File: src/rtl/pulse_monitor.sv
// Pulse-interval monitor for a single-cycle strobe stream.
// Measures the spacing between strobes, qualifies the stream as locked after a
// run of in-window intervals, flags early/late strobes, and flywheels through
// isolated missing strobes while locked. All outputs are registered.
module pulse_monitor #(
  parameter int unsigned ExpectedPeriod = 16,
  parameter int unsigned Tolerance      = 1,
  parameter int unsigned LockCount      = 4,
  parameter int unsigned MaxMisses      = 2,
  localparam int unsigned W             = $clog2(ExpectedPeriod + Tolerance + 2)
) (
  input  logic         clk,
  input  logic         rst,
  input  logic         pulse_in,
  output logic         locked,
  output logic [W-1:0] period,
  output logic         period_valid,
  output logic         out_of_window,
  output logic         missed
);

  // Counter widths sized so the terminal values (LockCount, MaxMisses) fit.
  localparam int unsigned GoodW = $clog2(LockCount + 1);
  localparam int unsigned MissW = $clog2(MaxMisses + 1);

  // Window bounds and flywheel restart value, pre-sized to the count width.
  localparam logic [W-1:0] WinLo     = W'(ExpectedPeriod - Tolerance);
  localparam logic [W-1:0] WinHi     = W'(ExpectedPeriod + Tolerance);
  localparam logic [W-1:0] FlyCount  = W'(Tolerance + 1);
  localparam logic [W-1:0] CountOne  = W'(1);

  // Last value of the run counters before they hit their terminal event.
  localparam logic [GoodW-1:0] GoodLast = GoodW'(LockCount - 1);
  localparam logic [MissW-1:0] MissLast = MissW'(MaxMisses - 1);
  localparam logic [GoodW-1:0] GoodOne  = GoodW'(1);
  localparam logic [MissW-1:0] MissOne  = MissW'(1);

  typedef enum logic [1:0] {
    StIdle,
    StTrack,
    StLocked
  } state_e;

  state_e           state_q, state_d;
  logic [W-1:0]     count_q, count_d;
  logic [GoodW-1:0] good_q, good_d;
  logic [MissW-1:0] misses_q, misses_d;
  logic             locked_q, locked_d;
  logic [W-1:0]     period_q, period_d;
  logic             period_valid_q, period_valid_d;
  logic             oow_q, oow_d;
  logic             missed_q, missed_d;

  logic in_window;
  logic window_close;

  // Interval classification for a pulse arriving this cycle.
  always_comb begin
    in_window    = (count_q >= WinLo) && (count_q <= WinHi);
    window_close = (count_q == WinHi);
  end

  // Next-state and output decode. Strobes default low and pulse for a single
  // cycle; a pulse on the window-close cycle takes precedence over a miss.
  always_comb begin
    state_d        = state_q;
    count_d        = count_q;
    good_d         = good_q;
    misses_d       = misses_q;
    locked_d       = locked_q;
    period_d       = period_q;
    period_valid_d = 1'b0;
    oow_d          = 1'b0;
    missed_d       = 1'b0;

    unique case (state_q)
      StIdle: begin
        // First pulse only establishes the reference; no interval yet.
        if (pulse_in) begin
          state_d = StTrack;
          count_d = CountOne;
          good_d  = '0;
        end
      end

      StTrack: begin
        if (pulse_in) begin
          period_d       = count_q;
          period_valid_d = 1'b1;
          count_d        = CountOne;
          if (in_window) begin
            if (good_q == GoodLast) begin
              state_d  = StLocked;
              locked_d = 1'b1;
              misses_d = '0;
              good_d   = '0;
            end else begin
              good_d = good_q + GoodOne;
            end
          end else begin
            oow_d  = 1'b1;
            good_d = '0;
          end
        end else if (window_close) begin
          // No flywheel before lock: lose the reference entirely.
          missed_d = 1'b1;
          state_d  = StIdle;
          good_d   = '0;
          count_d  = '0;
        end else begin
          count_d = count_q + CountOne;
        end
      end

      StLocked: begin
        if (pulse_in) begin
          period_d       = count_q;
          period_valid_d = 1'b1;
          count_d        = CountOne;
          if (in_window) begin
            misses_d = '0;
          end else begin
            oow_d    = 1'b1;
            locked_d = 1'b0;
            state_d  = StTrack;
            good_d   = '0;
          end
        end else if (window_close) begin
          missed_d = 1'b1;
          if (misses_q == MissLast) begin
            state_d  = StIdle;
            locked_d = 1'b0;
            count_d  = '0;
            misses_d = '0;
          end else begin
            // Virtual reference at ExpectedPeriod after the previous one; we
            // are Tolerance+1 cycles past it on the next cycle.
            misses_d = misses_q + MissOne;
            count_d  = FlyCount;
          end
        end else begin
          count_d = count_q + CountOne;
        end
      end

      default: begin
        state_d  = StIdle;
        count_d  = '0;
        good_d   = '0;
        misses_d = '0;
        locked_d = 1'b0;
      end
    endcase
  end

  // State and registered outputs; reset clears everything immediately.
  always_ff @(posedge clk or posedge rst) begin
    if (rst) begin
      state_q        <= StIdle;
      count_q        <= '0;
      good_q         <= '0;
      misses_q       <= '0;
      locked_q       <= 1'b0;
      period_q       <= '0;
      period_valid_q <= 1'b0;
      oow_q          <= 1'b0;
      missed_q       <= 1'b0;
    end else begin
      state_q        <= state_d;
      count_q        <= count_d;
      good_q         <= good_d;
      misses_q       <= misses_d;
      locked_q       <= locked_d;
      period_q       <= period_d;
      period_valid_q <= period_valid_d;
      oow_q          <= oow_d;
      missed_q       <= missed_d;
    end
  end

  // Outputs come straight from registers.
  always_comb begin
    locked        = locked_q;
    period        = period_q;
    period_valid  = period_valid_q;
    out_of_window = oow_q;
    missed        = missed_q;
  end

endmodule
File: config.mk
export PLATFORM = sky130hd
export DESIGN_NAME = pulse_monitor
export DESIGN_NICKNAME = d
export VERILOG_FILES = /design/src/rtl/pulse_monitor.sv
export SDC_FILE = /design/constraint.sdc
export NUM_CORES = 1
export LEC_CHECK = 0
export CORE_MARGIN = 2
export CORE_UTILIZATION = 50
export CTS_BUF_LIST = sky130_fd_sc_hd__clkbuf_4 sky130_fd_sc_hd__clkbuf_8
export DETAILED_ROUTE_END_ITERATION = 12
export HOLD_SLACK_MARGIN = 0.06
export PLACE_DENSITY = 0.71
export SLEW_MARGIN = 20
export SYNTH_ARGS = -nofsm -noshare
export SYNTH_HDL_FRONTEND = slang
export SYNTH_SLANG_ARGS = --single-unit
File: constraint.sdc
create_clock -name clk -period 2.5 [get_ports clk]
set_input_delay 0.375 -clock clk [delete_from_list [all_inputs] [get_ports clk]]
set_output_delay 0.375 -clock clk [all_outputs]
set_load 0.02 [all_outputs]
Run 1, sizing map:
Scale bar: 20 microns.
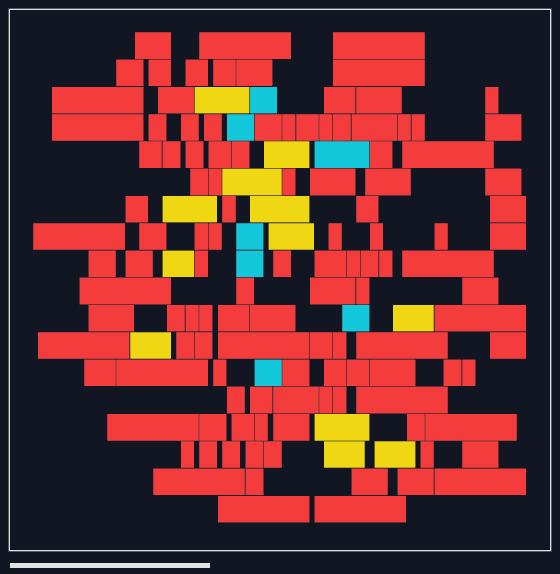
- yellow: drive 2 (cells 12; share 8.8%; most used mux2_2)
- cyan: drive 3 to 4 (cells 7; share 5.1%; most used clkbuf_4)
- red: drive 1 or less (cells 117; share 86%; most used dfrtp_1)
post-route standard cell area excluding fillers: 1410 sq um
total of plain and repair buffers excluding clock buffers: 13

Run 1, clock wires, drivers and flops:
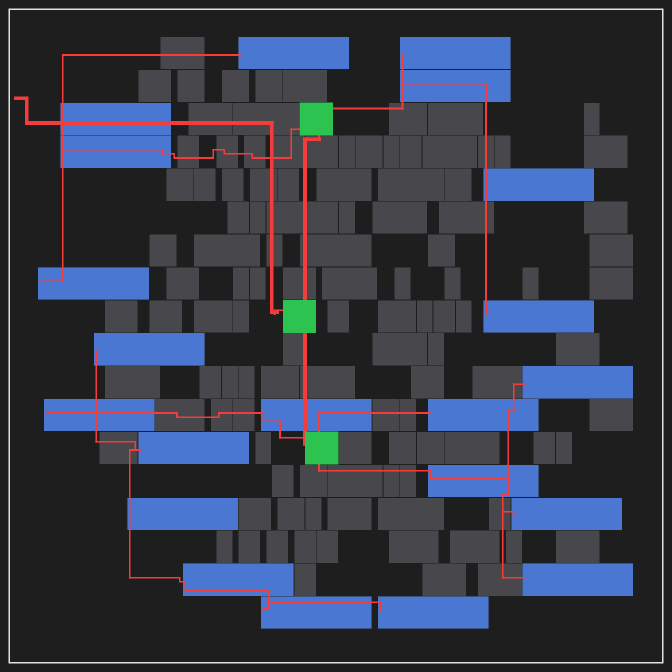
- green: cells driving clock nets (count 3)
- red: clock wires (length 293 microns)
- blue: flip-flops (count 21)
- flops lie: all over the die
clock insertion delay at the later pin of the skew report: 0.32 ns
relative contribution of the clock network to total power: 0.161
clk_skew: 0.0112 ns

Run 1, clock nets:
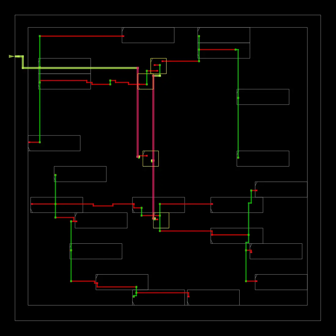
total clock network power: 176 uW
CTS sink cnt: 21

Run 1, cells colored by class:
Scale bar: 20 microns.
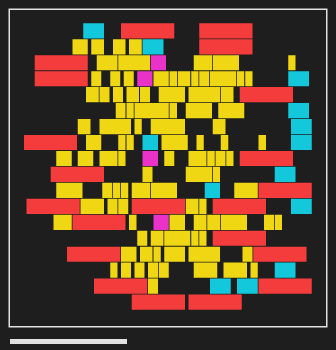
- yellow: all other logic (cells 98)
- red: flops (cells 21)
- magenta: clock drivers and dummy loads (cells 4)
- cyan: other buffers and delay cells (cells 13)
final core utilization: 0.585
share of the final layout cell area in sequential cells: 0.373
Core Footprint: 2410 sq um
standard-cell rows: 18

==> notes.md, run 1 <==
Notes on the physical implementation.

- The synthesized instance count is around 130, for reference.
- Per the detailed-route log, wirelength across all metal layers totals approximately 2.4 mm.
- At the pin with the least slew margin, the transition time is ~0.8 ns.
- STA classifies the critical path startpoint as a flip-flop.
- For the finished layout, the period the worst path requires is ~2.2 ns.
- The cts-stage hold buffer count is 0, for reference.
- The number of antenna violations at the first check in global routing is 0, for reference.
- The portion of total power attributed to combinational logic is 0.439, for reference.
- The share of the synthesized area in the top cell type is 0.423, for reference.
- The total die size is a little under 3000 sq um, for reference.
- In the final report, the number of hold violations comes to 0.
- The pin count of the biggest net entering global routing is 22, for reference.
- The switching share of power is 0.400, for reference.
- The number of vias per cell after detailed routing is 5.84, for reference.
- The kind of critical path is flip-flop to flip-flop, for reference.
- Setup total negative slack on the finished layout was measured at 0 ns.
- For this run, the detailed router's first-pass iteration total came to 4.
- Among all cell types in the netlist, the one instantiated most often is sky130_fd_sc_hd__dfrtp_1.
- The number of antenna diodes is 0, for reference.
- After detailed placement, the design holds a cell count of roughly 160.
- The number of warnings reported in the stage logs is 30.
- The required time at the worst-slack endpoint is approximately 2.7 ns, for reference.
- The root buffer cell is sky130_fd_sc_hd__clkbuf_4, for reference.
- The synthesized design contains 21 register bits.
- After synthesis, the design contains between 100 and 150 cells according to Yosys.
- By area the synthesized netlist is led by sky130_fd_sc_hd__dfrtp_1 (42%), sky130_fd_sc_hd__ha_1 (8.0%), sky130_fd_sc_hd__a21oi_1 (3.6%), sky130_fd_sc_hd__mux2_2 (3.6%), sky130_fd_sc_hd__inv_1 (2.7%).
- The pre-CTS setup check shows a worst slack of 0.323 ns.
- The die is ~54 microns tall.
- The maximum clock frequency is 451 MHz, for reference.
- Post-CTS timing repair inserted 0 buffers for setup.
- The worst path meets setup with between 0.2 and 0.3 ns of slack.
- In the synthesized netlist, the cells that appear most often are sky130_fd_sc_hd__dfrtp_1 (21), sky130_fd_sc_hd__a21oi_1 (9), sky130_fd_sc_hd__inv_1 (9), sky130_fd_sc_hd__nand2_1 (9), sky130_fd_sc_hd__nor2_1 (9).
- The run finished with clean final reports.
- The type of destination of the critical path is a flip-flop, for reference.
- The share of flip-flops with an asynchronous set or reset after synthesis is 1.00, for reference.
- The top-level port count is 12, for reference.
- The arrival time at the worst endpoint is 2.42 ns, for reference.
- Setup repair after global routing left no endpoint under its margin.
- Nets still carrying antenna violations after routing amount to 0.
[run 1: state kept, by name, indices dropped and copies added, names as in the netlist]
register / flops
count_q: 5
good_q: 3
locked: 1
missed: 1
misses_q: 2
out_of_window: 1
period: 5
period_valid: 1
state_q: 2
[run 1: metal layers]
metal,global-route usage,share of wire,vias to the layer above
met1,0.256,0.47,474
met2,0.319,0.48,24
li1,-,-,466
met5,0,0,-
met3,0.0333,0.033,5
met4,0.103,0.016,0
[run 1: area by class of cell]
cell class,instances,area (sq um),share of cell area
inverter,9,33.8,0.0240
tap,30,37.5,0.0266
clock inverter,1,7.51,0.00533
multi-input combinational,89,657,0.466
timing repair buffer,13,125,0.0888
clock buffer,3,22.5,0.0160
sequential,21,526,0.373
[run 1: layout by cell type (no fill, tap or decap), drive strengths merged, types with 3 or more instances in the layout]
cell | Yosys | final
inv | 9 | 9
mux2 | 5 | 5
clkbuf | 3 | 3
clkdlybuf4s50 | 0 | 11
nor2 | 9 | 9
nand2 | 9 | 9
o21ai | 9 | 9
ha | 8 | 8
a21oi | 10 | 10
dfrtp | 21 | 21
o21a | 3 | 3
nor2b | 5 | 5
[run 1: worst paths after layout]
check	startpoint	to	slack [ns]	depth (start not counted)
setup / recovery	count_q[0]	state_q[0]	0.28	9
min in group clk	misses_q[1]	misses_q[1]	0.50	1
setup reg to reg	count_q[0]	state_q[0]	0.28	9
max in group asynchronous	rst	misses_q[1]	1.51	2
hold reg to reg	misses_q[1]	misses_q[1]	0.50	1
hold / removal	rst	period_valid	0.49	2
[run 1: kinds of logic after synthesis]
family	after synthesis	share of synthesized area
simple gates	41	0.192
compound gates	34	0.199
fa+ha+maj	8	0.0805
mux	6	0.0563
buf+inv	15	0.0493
flops	21	0.423
[run 1: through the flow]
stage / area [sq um] / power (uW) / hold slack, ns
after floorplan: 1240 / 796 / 0.352
after global placement: 1380 / 914 / 0.461
after detailed placement: 1380 / 928 / 0.474
after CTS: 1410 / 1100 / 0.502
after global routing: 1410 / 1180 / 0.522
final: 1410 / 1100 / 0.490
[run 1: critical path, cell delays in order (launching register included)]
cell	delay, ns
sky130_fd_sc_hd__dfrtp_1	0.49
sky130_fd_sc_hd__ha_1	0.26
sky130_fd_sc_hd__and3_1	0.19
sky130_fd_sc_hd__ha_1	0.17
sky130_fd_sc_hd__nor2_1	0.10
sky130_fd_sc_hd__a221oi_2	0.07
sky130_fd_sc_hd__buf_4	0.18
sky130_fd_sc_hd__o21bai_1	0.20
sky130_fd_sc_hd__o211ai_2	0.14
sky130_fd_sc_hd__mux2_4	0.31
[run 1: power by group through the flow]
stage	registers, uW	logic, uW	clock network [uW]
finish	438	482	176
global route	449	541	191
CTS	439	483	182
detailed placement	446	482	0
global placement	441	473	0
floorplan	471	325	0
==> run 2, diff against run 1 <==
--- a/config.mk
+++ b/config.mk
@@ -10,8 +10,8 @@
 export CTS_BUF_LIST = sky130_fd_sc_hd__clkbuf_4 sky130_fd_sc_hd__clkbuf_8
 export DETAILED_ROUTE_END_ITERATION = 12
 export HOLD_SLACK_MARGIN = 0.06
+export MAX_ROUTING_LAYER = met4
 export PLACE_DENSITY = 0.71
-export SLEW_MARGIN = 20
 export SYNTH_ARGS = -nofsm -noshare
 export SYNTH_HDL_FRONTEND = slang
 export SYNTH_SLANG_ARGS = --single-unit
Run 2, clock wires, drivers and flops:
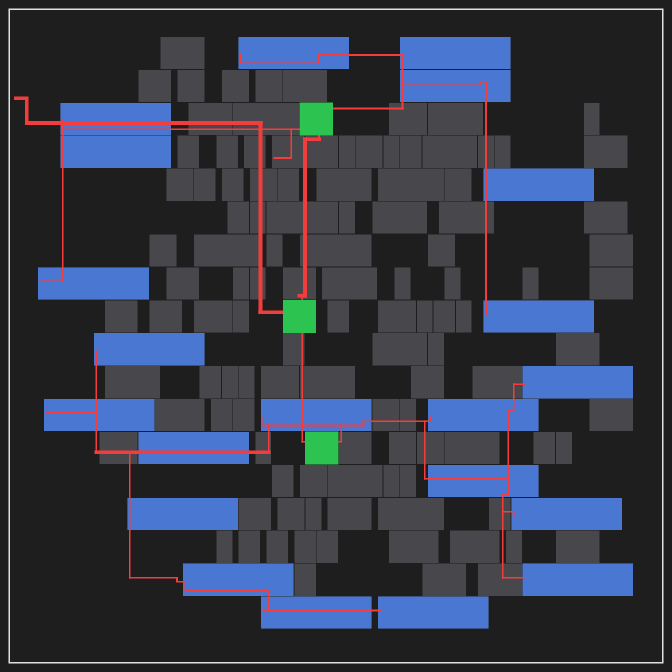
- green: cells driving clock nets (count 3)
- red: clock wires (length 276 microns)
- blue: flip-flops (count 21)
- routed clock nets: 4
- flops lie: all over the die
total clock network power: 174 uW
relative contribution of the clock network to total power: 0.159
clock insertion delay at the later pin of the skew report: 0.31 ns
clk_skew: 0.00634 ns

==> run 2 against run 1 <==
Compared with the run above:
- clock skew decreased by 0.0049 ns
- clock power is essentially flat
- non-clock buffer count unchanged
- critical path type unchanged
- sequential share of layout area unchanged
- wire length is 0.94% lower
- sequential power is essentially flat
- synthesized cell count did not move
- critical endpoint unchanged
- area after synthesis unchanged
- worst setup slack better by 0.013 ns
- critical path depth stayed put
- final cell count unchanged
==> notes.md, run 2 <==
Notes on the physical implementation.

- The count of standard-cell rows was 18 (unchanged).
- The cell count listed in synth_stat.txt is 125 (unchanged).
- The portion of total power attributed to combinational logic is 0.439 (about the same), for reference.
- The maximum clock frequency was 454 MHz (+0.59%).
- The number of setup violations in the final report is 0, for reference.
- The first-pass detailed-route iteration total was 4 (unchanged).
- In the layout the commonest cells are sky130_fd_sc_hd__dfrtp_1 (21), sky130_fd_sc_hd__clkdlybuf4s50_1 (11).
- The delay of the slowest cell on the worst path is 0.48 ns (about the same), for reference.
- The most frequently used library cell after synthesis is sky130_fd_sc_hd__dfrtp_1.
- The max-slew violation count is 0, for reference.
- The share of the synthesized area in the top cell type was 0.423 (unchanged).
- STA classifies the critical path startpoint as a flip-flop.
- The final critical-path required period is 2.20 ns (-0.0131 ns), for reference.
- The reg-to-reg setup timing slack is 0.30 ns (about the same), for reference.
- The overall die height was 53.9 microns (unchanged).
- The endpoint identified for the worst register-to-register timing path is state_q[0].
- STA classifies the critical path endpoint as a flip-flop.
- The switching share of power was 0.398 (-0.00193).
- The cts-stage hold buffer count was 0 (unchanged).
- The number of vias per cell after detailed routing is 5.78 (-0.93%), for reference.
- The standard cell core area is 2410 sq um (unchanged), for reference.
- The utilization of the core after routing is 0.585 (unchanged), for reference.
- The number of antenna diodes is 0 (unchanged), for reference.
- The worst setup path is of the flip-flop to flip-flop kind.
- The largest individual stage delay along the critical path comes from the cell sky130_fd_sc_hd__dfrtp_1.
- The share of flip-flops with an asynchronous set or reset after synthesis came to 1.00 (unchanged).
- The root buffer cell chosen for the clock tree is sky130_fd_sc_hd__clkbuf_4.
- The number of setup buffers added after CTS is 0 (unchanged), for reference.
- The most numerous cell on the critical path is sky130_fd_sc_hd__ha_1, for reference.
- The run finished with clean final reports.
- By count the netlist is led by sky130_fd_sc_hd__dfrtp_1 (21), sky130_fd_sc_hd__a21oi_1 (9), sky130_fd_sc_hd__inv_1 (9), sky130_fd_sc_hd__nand2_1 (9), sky130_fd_sc_hd__nor2_1 (9).
- Per STA, the worst path is made up of ha_1 > and3_1 > ha_1 > nor2_1 > a221oi_2 > buf_4 > o21bai_1 > o211ai_2 > mux2_4.
- The final routed wirelength across all metal layers is 2.42 mm (-0.94%), for reference.
- The final setup TNS is 0 ns (unchanged), for reference.
- By area the synthesized netlist is led by sky130_fd_sc_hd__dfrtp_1 (42%), sky130_fd_sc_hd__ha_1 (8.0%), sky130_fd_sc_hd__a21oi_1 (3.6%), sky130_fd_sc_hd__mux2_2 (3.6%), sky130_fd_sc_hd__inv_1 (2.7%).
- The number of antenna violations at the first check in global routing is 0 (unchanged), for reference.
- The total die size is 2900 sq um (unchanged), for reference.
- The tool warning count is 30 (unchanged).
- A synthesized cell averages between 9 and 10 sq um.
- The register bit total from synthesis is 21 (unchanged), for reference.
- The count of clock tree sinks is 21 (unchanged).
- The commonest non-fill, non-tap cell in the layout is sky130_fd_sc_hd__dfrtp_1, for reference.
- The post-detailed-route count of antenna-violating nets is 0 (unchanged), for reference.
[run 2: cell counts in the layout (fill, tap and decap cells not counted)]
No cell type changed its count.
[run 2: kinds of logic after synthesis]
logic type	count (synthesis)	synth area share
muxes	6	0.0563
and+or+nand+nor	41	0.192
AOI/OAI and AO/OA	34	0.199
buffers and inverters	15	0.0493
adders and majority gates	8	0.0805
DFF	21	0.423
[run 2: power groups by stage]
stage / Combinational, uW / Clock, uW / Sequential, uW
after floorplan: 325 / 0 / 471
after global placement: 473 / 0 / 441
after detailed placement: 482 / 0 / 446
after CTS: 483 / 182 / 439
after global routing: 541 / 191 / 449
final: 480 / 174 / 439
[run 2: how the worst max path moves through the flow]
stage / from / endpoint / slack (ns) / cells after the start
2_1_floorplan: count_q[0] / state_q[0] / 0.57 / 8
3_5_place_dp: count_q[0] / state_q[0] / 0.32 / 9
5_1_grt: count_q[0] / state_q[0] / 0.1 / 9
6_report: count_q[0] / state_q[0] / 0.30 / 9
3_3_place_gp: pulse_in / misses_q[0] / 0.37 / 6
4_1_cts: count_q[0] / state_q[0] / 0.29 / 9
[run 2: layout make-up]
| cell class | instances | area [sq um] |
|---|---|---|
| Tap cell | 30 | 37.5 |
| Multi-Input combinational cell | 89 | 657 |
| Clock buffer | 3 | 22.5 |
| Clock inverter | 1 | 7.51 |
| Fill cell | 213 | 1000 |
| Timing Repair Buffer | 13 | 125 |
| Inverter | 9 | 33.8 |
| Sequential cell | 21 | 526 |
[run 2: per-layer routing]
metal	up-vias	share of wire	GRT usage	wire length, microns
li1	467	-	-	-
met1	472	0.47	0.254	1140
met2	17	0.48	0.319	1170
met3	4	0.030	0.0361	73
met4	0	0.012	0.103	28
met5	-	0	-	0
[run 2: stage by stage]
step                      worst slack (ns)  std cells  area, sq um  hold WS, ns
after floorplan                      0.568        125         1240        0.352
after global placement               0.374        162         1380        0.461
after detailed placement             0.323        162         1380        0.474
after CTS                            0.291        166         1410        0.502
after global routing                0.0992        166         1410        0.522
final                                0.297        166         1410        0.496
[run 2: worst max-delay path: cells and delay by family (launching register included)]
kind / cells / cell delay [ns]
flops: 1 / 0.48
fa+ha+maj: 2 / 0.43
compound gates: 3 / 0.41
mux: 1 / 0.31
simple gates: 2 / 0.29
buf+inv: 1 / 0.18
==> run 3, diff against run 2 <==
==> config.mk (replaced) <==
export PLATFORM = sky130hd
export DESIGN_NAME = pulse_monitor
export DESIGN_NICKNAME = d
export VERILOG_FILES = /design/src/rtl/pulse_monitor.sv
export SDC_FILE = /design/constraint.sdc
export NUM_CORES = 1
export LEC_CHECK = 0
export CELL_PAD_IN_SITES_DETAIL_PLACEMENT = 0
export CELL_PAD_IN_SITES_GLOBAL_PLACEMENT = 1
export CORE_MARGIN = 2
export CORE_UTILIZATION = 41
export CTS_BUF_LIST = sky130_fd_sc_hd__clkbuf_8
export DETAILED_ROUTE_END_ITERATION = 12
export HOLD_SLACK_MARGIN = 0.06
export MAX_ROUTING_LAYER = met4
export PLACE_DENSITY_LB_ADDON = 0.1
export SYNTH_ARGS = -nofsm -noshare
export SYNTH_HDL_FRONTEND = slang
export SYNTH_SLANG_ARGS = --single-unit
==> constraint.sdc (replaced) <==
create_clock -name clk -period 1.9 [get_ports clk]
set_input_delay 0.285 -clock clk [delete_from_list [all_inputs] [get_ports clk]]
set_output_delay 0.285 -clock clk [all_outputs]
set_load 0.02 [all_outputs]
Run 3, cells colored by class:
Scale bar: 20 microns.
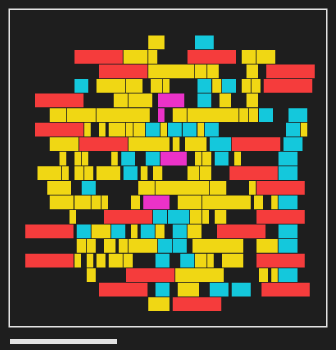
- magenta: clock drivers and dummy loads (cells 4)
- yellow: all other logic (cells 98)
- red: flops (cells 21)
- cyan: other buffers and delay cells (cells 38)
share of the final layout cell area in sequential cells: 0.302
standard-cell rows: 19

==> run 3 against run 2 <==
Compared with the run above:
- the run now ends with setup timing left
- first-iteration DRC count grew 110%
- core utilization is 3.0 points higher
- register-to-register slack got worse by 0.32 ns
- critical path depth fell by 2
- final cell count increased by 16%
- flip-flop count stayed put
- largest power group unchanged
==> notes.md, run 3 <==
Notes on the physical implementation.

- The placed cell area is 1530 sq um (+11%).
- The share of the synthesized area in the top cell type is 0.423 (unchanged), for reference.
- The final reports fail on setup timing.
- The type of destination of the critical path is a flip-flop, for reference.
- The logic depth of the worst setup path including buffers is 7 (-2), for reference.
- The capturing element of the worst setup path is state_q[0], for reference.
- The register bit total from synthesis is 21 (unchanged).
- The switching share of power is 0.376 (-0.0216), for reference.
- The cell count listed in synth_stat.txt was 125 (unchanged).
- The portion of total power attributed to combinational logic is 0.520 (+0.081).
- The timing report shows the most common cell along the critical path to be sky130_fd_sc_hd__buf_6.
- The reg-to-reg setup timing slack was -0.03 ns (-0.32 ns).
- The maximum clock frequency is 519 MHz (+14%), for reference.
- The critical path launch point is count_q[1], for reference.
- The sequential cell area was 526 sq um (unchanged).
- The endpoint identified for the worst register-to-register timing path is state_q[0].
- The run finished, with violations left.
- The number of antenna diodes came to 0 (unchanged).
- The post-detailed-route count of antenna-violating nets is 0 (unchanged), for reference.
- The worst hold slack across all endpoints came to 0.355 ns (-0.141 ns).
- The count of clock tree sinks is 21 (unchanged), for reference.
- By instance count after routing, the leading logic cell types are sky130_fd_sc_hd__buf_4 (25), sky130_fd_sc_hd__dfrtp_1 (21), sky130_fd_sc_hd__clkdlybuf4s50_1 (11), sky130_fd_sc_hd__inv_1 (10), sky130_fd_sc_hd__nand2_1 (9).
- The standard cell with the maximum stage delay on the critical path is sky130_fd_sc_hd__dfrtp_1, for reference.
- The final critical-path setup slack is -0.0269 ns (-0.324 ns), for reference.
- The number of antenna violations at the first check in global routing is 0 (unchanged), for reference.
- The number of setup violations in the final report is 1 (+1), for reference.
- The fraction of power consumed by the clock network came to 0.169 (+0.010).
- Looking at the setup timing report, the critical path kind is flip-flop to flip-flop.
- The commonest non-fill, non-tap cell in the layout is sky130_fd_sc_hd__buf_4, for reference.
- The worst setup path is launched from a flip-flop.
- The worst clock skew is 0.000778 ns (-0.00556 ns).
- The number of inserted filler cells in the final layout came to 248 (+16%).
- The first-pass detailed-route iteration total is 4 (unchanged), for reference.
- The overall die height came to 59.1 microns (+9.7%).
==> run 3: cell families (layout without fill, tap and decap cells) <==
group                    Yosys count  after routing  synth area share
flip-flops                        21             21             0.423
adder cells (fa/ha/maj)            8              8            0.0805
AND-OR/OR-AND                     34             34             0.199
AND/OR/NAND/NOR                   41             41             0.192
buffers and inverters             15             51            0.0493
multiplexers                       6              6            0.0563
==> run 3: power by group through the flow <==
stage | clock network (uW) | logic, uW | registers, uW
final | 301 | 927 | 554
after floorplan | 0 | 428 | 621
after global placement | 0 | 742 | 566
after global routing | 324 | 1010 | 562
after CTS | 304 | 859 | 554
after detailed placement | 0 | 747 | 568
==> run 3: timing repair <==
action / in CTS / in global routing
hold buffers: 0 / 0
gates resized: 13 / 7
pin swaps: 4 / 4
buffers inserted: 5 / 1
endpoints found under the setup margin: 6 / 9
==> run 3: worst register-to-register path, stage by stage, from the launching register on <==
cell and delay [ns]:
sky130_fd_sc_hd__dfrtp_1 0.40, sky130_fd_sc_hd__buf_6 0.13, sky130_fd_sc_hd__buf_4 0.12, sky130_fd_sc_hd__or2_4 0.23
sky130_fd_sc_hd__a221oi_4 0.35, sky130_fd_sc_hd__buf_6 0.18, sky130_fd_sc_hd__o211ai_4 0.09, sky130_fd_sc_hd__mux2_4 0.31
==> run 3: layer usage <==
layer	share of wire	track usage	vias up
li1	-	-	519
met5	0	-	-
met3	0.042	0.0218	5
met2	0.44	0.275	25
met1	0.50	0.262	511
met4	0.015	0.0649	0
==> run 3: worst min-delay path by stage <==
stage / slack (ns) / from / endpoint
2_1_floorplan: 0.26 / rst / count_q[0]
3_5_place_dp: 0.47 / period[4] / period[4]
5_1_grt: 0.39 / rst / out_of_window
6_report: 0.35 / rst / out_of_window
3_3_place_gp: 0.46 / period[1] / period[1]
4_1_cts: 0.37 / rst / period_valid
==> run 3: area by class of cell <==
class                      count  share of cell area
clock inverter                 1             0.00216
tap                           31              0.0223
sequential                    21               0.302
multi-input combinational     89               0.446
inverter                       9              0.0194
timing repair buffer          38               0.184
clock buffer                   3              0.0237
==> run 3: metrics by stage <==
| step | TNS, ns | setup slack [ns] | instances |
|---|---|---|---|
| 6_report | -0.0269 | -0.0269 | 192 |
| 5_1_grt | -0.313 | -0.0766 | 192 |
| 4_1_cts | -0.0352 | -0.0196 | 191 |
| 3_5_place_dp | -0.250 | -0.0996 | 182 |
| 3_3_place_gp | -0.121 | -0.0818 | 182 |
| 2_1_floorplan | 0 | 0.0156 | 125 |
No activity file was given, so power comes from the tool's default toggle rates.
